`src/rtl/eprisc_serial_pkg.sv`:
```
// Shared types and constants for the eprisc serial receive and transmit paths.
package eprisc_serial_pkg;

    typedef enum logic [2:0] {
        ST_IDLE      = 3'd0,
        ST_START     = 3'd1,
        ST_DATA      = 3'd2,
        ST_PARITY    = 3'd3,
        ST_STOP      = 3'd4,
        ST_WAIT_IDLE = 3'd5
    } rx_state_t;

    typedef logic [7:0] serial_byte_t;

    localparam logic IDLE_LEVEL = 1'b1;

    // Even parity: flags a frame whose data plus parity bit carries an odd number of ones.
    function automatic logic parity_mismatch(input serial_byte_t data, input logic parity_bit);
        return (^data) ^ parity_bit;
    endfunction

endpackage

```
`src/rtl/eprisc_serial_fifo.sv`:
```
// First-word-fall-through FIFO shared by the serial RX and TX paths.
module eprisc_serial_fifo #(
    parameter int WIDTH = 8,
    parameter int DEPTH = 16
) (
    input  logic             clk,
    input  logic             reset,
    input  logic             push,
    input  logic [WIDTH-1:0] push_data,
    input  logic             pop,
    output logic [WIDTH-1:0] head,
    output logic             full,
    output logic             empty
);
    localparam int AW = $clog2(DEPTH);
    localparam int CW = AW + 1;
    localparam logic [AW-1:0] PTR_ONE = AW'(1);

    logic [WIDTH-1:0] mem_r [DEPTH];
    logic [AW-1:0]    wr_ptr_r;
    logic [AW-1:0]    rd_ptr_r;
    logic [CW-1:0]    count_r;
    logic             pop_ok_s;
    logic             push_ok_s;

    // A push into a full FIFO is only taken when the head leaves in the same cycle.
    always_comb begin
        full      = (count_r == CW'(DEPTH));
        empty     = (count_r == {CW{1'b0}});
        pop_ok_s  = pop && !empty;
        push_ok_s = push && (!full || pop_ok_s);
        head      = empty ? {WIDTH{1'b0}} : mem_r[rd_ptr_r];
    end

    // Pointer and occupancy bookkeeping.
    always_ff @(posedge clk) begin
        if (reset) begin
            wr_ptr_r <= {AW{1'b0}};
            rd_ptr_r <= {AW{1'b0}};
            count_r  <= {CW{1'b0}};
        end else begin
            wr_ptr_r <= push_ok_s ? wr_ptr_r + PTR_ONE : wr_ptr_r;
            rd_ptr_r <= pop_ok_s ? rd_ptr_r + PTR_ONE : rd_ptr_r;
            count_r  <= count_r + CW'(push_ok_s) - CW'(pop_ok_s);
        end
    end

    // Storage write port.
    always_ff @(posedge clk) begin
        if (push_ok_s) begin
            mem_r[wr_ptr_r] <= push_data;
        end
    end

endmodule

```
`src/rtl/eprisc_serial_receiver.sv`:
```
// Serial receiver: synchroniser, 8N1 frame FSM, FWFT byte FIFO and sticky error flags.
// Build option EPRISC_SERIALRX_PARITY_EN switches to 8E1 frames with parity checking.
module eprisc_serial_receiver
    import eprisc_serial_pkg::*;
#(
    parameter int CLOCKS_PER_BIT = 256,
    parameter int FIFO_DEPTH     = 16
) (
    input  logic       iBoardClock,
    input  logic       iBoardReset,
    input  logic       iSerialRX,
    output logic [7:0] oRxData,
    output logic       oRxValid,
    input  logic       iRxReady,
    output logic       oRxBusy,
    output logic       oRxFramingError,
    output logic       oRxOverflow,
    output logic       oRxParityError,
    input  logic       iRxClearErrors
);
    localparam int TIMER_W = $clog2(CLOCKS_PER_BIT);
    localparam logic [TIMER_W-1:0] HALF_LOAD = TIMER_W'(CLOCKS_PER_BIT / 2 - 1);
    localparam logic [TIMER_W-1:0] FULL_LOAD = TIMER_W'(CLOCKS_PER_BIT - 1);
    localparam logic [TIMER_W-1:0] TIMER_ONE = TIMER_W'(1);
`ifdef EPRISC_SERIALRX_PARITY_EN
    localparam rx_state_t AFTER_DATA = ST_PARITY;
`else
    localparam rx_state_t AFTER_DATA = ST_STOP;
`endif

    logic [1:0]         sync_r;
    logic               rx_s;
    logic               line_idle_s;
    rx_state_t          state_r;
    rx_state_t          state_next_s;
    logic [TIMER_W-1:0] timer_r;
    logic               expire_s;
    logic [2:0]         bit_cnt_r;
    serial_byte_t       shift_r;
    logic               load_half_s;
    logic               load_full_s;
    logic               shift_en_s;
    logic               push_s;
    logic               pop_s;
    logic               framing_evt_s;
    logic               overflow_evt_s;
    logic               fifo_full_s;
    logic               fifo_empty_s;
    logic               framing_r;
    logic               overflow_r;
`ifdef EPRISC_SERIALRX_PARITY_EN
    logic               parity_evt_s;
    logic               parity_bad_r;
    logic               parity_r;
`endif

    assign rx_s        = sync_r[1];
    assign line_idle_s = (rx_s == IDLE_LEVEL);
    assign expire_s    = (timer_r == {TIMER_W{1'b0}});

    // Two-flop synchroniser on the raw RX pin.
    always_ff @(posedge iBoardClock) begin
        if (iBoardReset) begin
            sync_r <= {2{IDLE_LEVEL}};
        end else begin
            sync_r <= {sync_r[0], iSerialRX};
        end
    end

    // FSM state register.
    always_ff @(posedge iBoardClock) begin
        if (iBoardReset) begin
            state_r <= ST_IDLE;
        end else begin
            state_r <= state_next_s;
        end
    end

    // FSM next-state logic.
    always_comb begin
        state_next_s = state_r;
        case (state_r)
            ST_IDLE:      state_next_s = line_idle_s ? ST_IDLE : ST_START;
            ST_START:     state_next_s = !expire_s ? ST_START : (line_idle_s ? ST_IDLE : ST_DATA);
            ST_DATA:      state_next_s = (expire_s && bit_cnt_r == 3'd7) ? AFTER_DATA : ST_DATA;
`ifdef EPRISC_SERIALRX_PARITY_EN
            ST_PARITY:    state_next_s = expire_s ? ST_STOP : ST_PARITY;
`endif
            ST_STOP:      state_next_s = !expire_s ? ST_STOP : (line_idle_s ? ST_IDLE : ST_WAIT_IDLE);
            ST_WAIT_IDLE: state_next_s = line_idle_s ? ST_IDLE : ST_WAIT_IDLE;
            default:      state_next_s = ST_IDLE;
        endcase
    end

    // FSM outputs: timer loads, shift strobes, FIFO push and error events.
    always_comb begin
        load_half_s   = 1'b0;
        load_full_s   = 1'b0;
        shift_en_s    = 1'b0;
        push_s        = 1'b0;
        framing_evt_s = 1'b0;
`ifdef EPRISC_SERIALRX_PARITY_EN
        parity_evt_s  = 1'b0;
`endif
        case (state_r)
            ST_IDLE:  load_half_s = !line_idle_s;
            ST_START: load_full_s = expire_s && !line_idle_s;
            ST_DATA: begin
                shift_en_s  = expire_s;
                load_full_s = expire_s;
            end
`ifdef EPRISC_SERIALRX_PARITY_EN
            ST_PARITY: begin
                load_full_s  = expire_s;
                parity_evt_s = expire_s && parity_mismatch(shift_r, rx_s);
            end
`endif
            ST_STOP: begin
`ifdef EPRISC_SERIALRX_PARITY_EN
                push_s = expire_s && line_idle_s && !parity_bad_r;
`else
                push_s = expire_s && line_idle_s;
`endif
                framing_evt_s = expire_s && !line_idle_s;
            end
            default: push_s = 1'b0;
        endcase
    end

    // Bit timer, bit counter and LSB-first shift register.
    always_ff @(posedge iBoardClock) begin
        if (iBoardReset) begin
            timer_r   <= {TIMER_W{1'b0}};
            bit_cnt_r <= 3'd0;
            shift_r   <= 8'h00;
        end else begin
            if (load_half_s) begin
                timer_r <= HALF_LOAD;
            end else if (load_full_s) begin
                timer_r <= FULL_LOAD;
            end else if (!expire_s) begin
                timer_r <= timer_r - TIMER_ONE;
            end else begin
                timer_r <= timer_r;
            end
            if (load_half_s) begin
                bit_cnt_r <= 3'd0;
            end else if (shift_en_s) begin
                bit_cnt_r <= bit_cnt_r + 3'd1;
            end else begin
                bit_cnt_r <= bit_cnt_r;
            end
            shift_r <= shift_en_s ? {rx_s, shift_r[7:1]} : shift_r;
        end
    end

    assign pop_s          = iRxReady && !fifo_empty_s;
    assign overflow_evt_s = push_s && fifo_full_s && !pop_s;

    eprisc_serial_fifo #(
        .WIDTH (8),
        .DEPTH (FIFO_DEPTH)
    ) u_fifo (
        .clk       (iBoardClock),
        .reset     (iBoardReset),
        .push      (push_s),
        .push_data (shift_r),
        .pop       (pop_s),
        .head      (oRxData),
        .full      (fifo_full_s),
        .empty     (fifo_empty_s)
    );

    // Sticky error flags; a new event wins over a simultaneous clear.
    always_ff @(posedge iBoardClock) begin
        if (iBoardReset) begin
            framing_r  <= 1'b0;
            overflow_r <= 1'b0;
        end else begin
            framing_r  <= (framing_r && !iRxClearErrors) || framing_evt_s;
            overflow_r <= (overflow_r && !iRxClearErrors) || overflow_evt_s;
        end
    end

`ifdef EPRISC_SERIALRX_PARITY_EN
    // Parity result of the current frame and its sticky flag.
    always_ff @(posedge iBoardClock) begin
        if (iBoardReset) begin
            parity_bad_r <= 1'b0;
            parity_r     <= 1'b0;
        end else begin
            parity_bad_r <= load_half_s ? 1'b0 : (parity_bad_r || parity_evt_s);
            parity_r     <= (parity_r && !iRxClearErrors) || parity_evt_s;
        end
    end
    assign oRxParityError = parity_r;
`else
    assign oRxParityError = 1'b0;
`endif

    assign oRxValid        = !fifo_empty_s;
    assign oRxBusy         = (state_r != ST_IDLE);
    assign oRxFramingError = framing_r;
    assign oRxOverflow     = overflow_r;

endmodule

```
`config.mk`:
```
export PLATFORM = sky130hd
export DESIGN_NAME = eprisc_serial_receiver
export DESIGN_NICKNAME = d
export VERILOG_FILES = /design/src/rtl/eprisc_serial_pkg.sv /design/src/rtl/eprisc_serial_fifo.sv /design/src/rtl/eprisc_serial_receiver.sv
export SDC_FILE = /design/constraint.sdc
export NUM_CORES = 1
export LEC_CHECK = 0
export CAP_MARGIN = 40
export CORE_UTILIZATION = 55
export DETAILED_ROUTE_END_ITERATION = 7
export GPL_TIMING_DRIVEN = 1
export MAX_ROUTING_LAYER = met4
export PLACE_DENSITY_LB_ADDON = 0.05
export RECOVER_POWER = 25
export SLEW_MARGIN = 10
export SYNTH_ARGS = -nofsm -noshare
export SYNTH_HDL_FRONTEND = slang
export SYNTH_HIERARCHICAL = 1
export SYNTH_SLANG_ARGS = --single-unit
```
`constraint.sdc`:
```
create_clock -name iBoardClock -period 5.3 [get_ports iBoardClock]
set_input_delay 0.795 -clock iBoardClock [delete_from_list [all_inputs] [get_ports iBoardClock]]
set_output_delay 0.795 -clock iBoardClock [all_outputs]
set_load 0.02 [all_outputs]
```
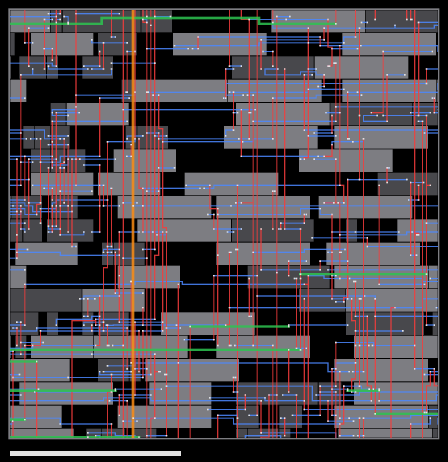
Fig. 1. Close-up of the layout.
Scale bar: 20 um. Window x 33 to 83, y 56 to 106 um. Cells in gray, sequential cells in the stronger gray; small squares are vias.
- blue: met1
- orange: met4
- green: met3
- red: met2
- cells with their middle in the window: 88
- sequential cells in the window: 43
- netlist names of flops here include: `u_fifo/mem_r` (30), `shift_r` (6), `state_r` (3)
- most frequent: edfxtp_1 (30), dfxtp_1 (13), mux2i_1 (8)

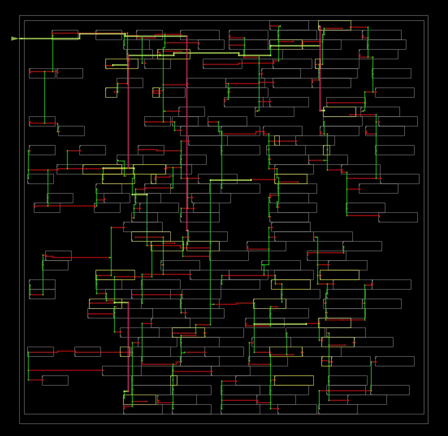
Fig. 2. The clock network.
FF+latch count: 171
Sinks on Clock Net: 171
clk latency late pin: 0.42 ns
clock group power: 1.36 mW

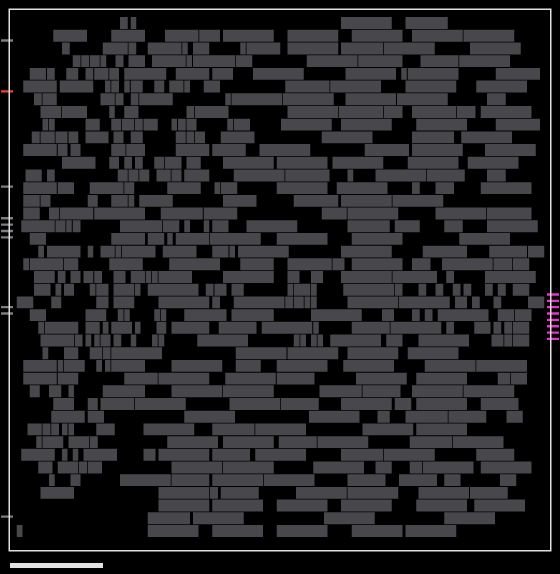
Fig. 3. Pin placement.
Scale bar: 20 um. Pins as bars across the die edge, other pins in gray.
- magenta: `oRxData` (pins 8; direction output; edge right)
- red: `iBoardReset` (pins 1; direction input; edge left)
- all pins by edge: 10 left, 8 right
die width: 116 um
port buffer count: 16

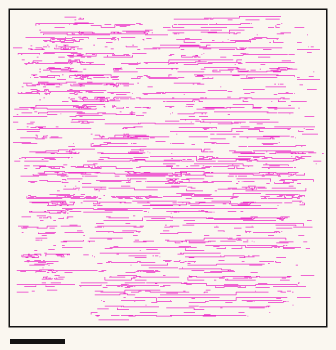
Fig. 4. Met1 routing.
Scale bar: 20 um.
- main direction: horizontal
- nets with wire on the layer: 465
- wire length on this layer: 6120 um
- longest straight run: 45.5 um

-- logic make-up after synthesis --
kind of cell,after synthesis,synth area share (%)
AND-OR/OR-AND,55,4.75
XOR/XNOR,10,1.23
buffers and inverters,39,2.87
other,1,0.0528
flip-flops,171,66.2
multiplexers,61,15.1
AND/OR/NAND/NOR,95,7.11
adder cells (fa/ha/maj),15,2.75
-- worst max path at each step --
stage / from / endpoint / slack, ns
final: flop / oRxData[7] / 1.48
after global routing: flop / oRxData[5] / 1.34
after CTS: flop / oRxData[7] / 1.43
after detailed placement: timer_r[0] / u_fifo/count_r[4] / 1.62
after global placement: timer_r[0] / u_fifo/count_r[4] / 1.69
after floorplan: timer_r[0] / u_fifo/count_r[4] / 2.04
==> README.md <==
| Result | Value | Unit |
| --- | --- | --- |
| Status | complete, no violations | - |
| Synth-to-layout area growth | 14.3 | % |
| Clock group share of total power | 36.5 | % |
| Largest net degree at the start of global routing | 25 | - |
| Worst path buffer plus inverter count | 2 | - |
| Sequential share of cell area | 57.9 | % |
| Post-synthesis sequential area ratio | 66.2 | % |
| Final hold violations | 0 | - |
| Asr flop ratio synth | 0 | % |
| Library cell with the highest instance count after synthesis | sky130_fd_sc_hd__edfxtp_1 | - |
| Uppermost signal routing layer after detailed routing | met4 | - |
| First-pass GRT wire length | 20100 | um |
| Post-route standard cell area excluding fillers | 8130 | um^2 |
| Multi-In Gates | 237 | - |
| Chip Area | 13400 | um^2 |
| Area of the mapped netlist | 7110 | um^2 |
| Number of standard cells in the layout, taps in and fillers out | 658 | - |
| Hold buffers post-CTS | 0 | - |
| Number of nets in the synthesized netlist | 467 | - |
| Yosys synthesis warning count | 6 | - |
| Met1 global-route usage | 29.6 | % |
| Number of CTS-inserted buffers | 17 | - |
| Dominant logic cell types in the final layout | 128 x sky130_fd_sc_hd__edfxtp_1, 43 x sky130_fd_sc_hd__dfxtp_1, 36 x sky130_fd_sc_hd__nor2_1 | - |
| Yosys stat cell total | 447 | - |
| Placed cell count | 626 | - |
| Share of cells above drive strength 1 | 16.9 | % |
| Number of nets in the layout | 493 | - |
| Register cell area after layout | 4700 | um^2 |
| Setup violations, final | 0 | - |
| Final period util | 72.0 | % |
| Share of final layout cell area taken by non-clock buffers | 3.54 | % |
| Total internal power | 2.77 | mW |
| Placer congestion estimate | 0.789 | - |
| Combinational group share of total power | 22.2 | % |
| Worst-case vdd ir drop | 252 | uV |
| Sequential group power | 1.54 | mW |
| Count of antenna-violating nets left after detailed routing | 0 | - |
| Iter 0 DRT Violations | 265 | - |
| Max Root-Sink Buffers | 2 | - |
| Max Cap Viol | 0 | - |
| Startpoint types | flop | - |
| Cell kind with the greatest summed area | flip-flops and latches | - |
| Invs w/o clock | 16 | - |
| Yosys-reported design area after synthesis | 7110 | um^2 |
| Top pwr grp | registers | - |
| Reported combinational group power | 0.829 | mW |
| OpenROAD warning count | 30 | - |
| Detailed-placement wirelength estimate | 8520 | um |
Power and IR drop assume default switching activity.
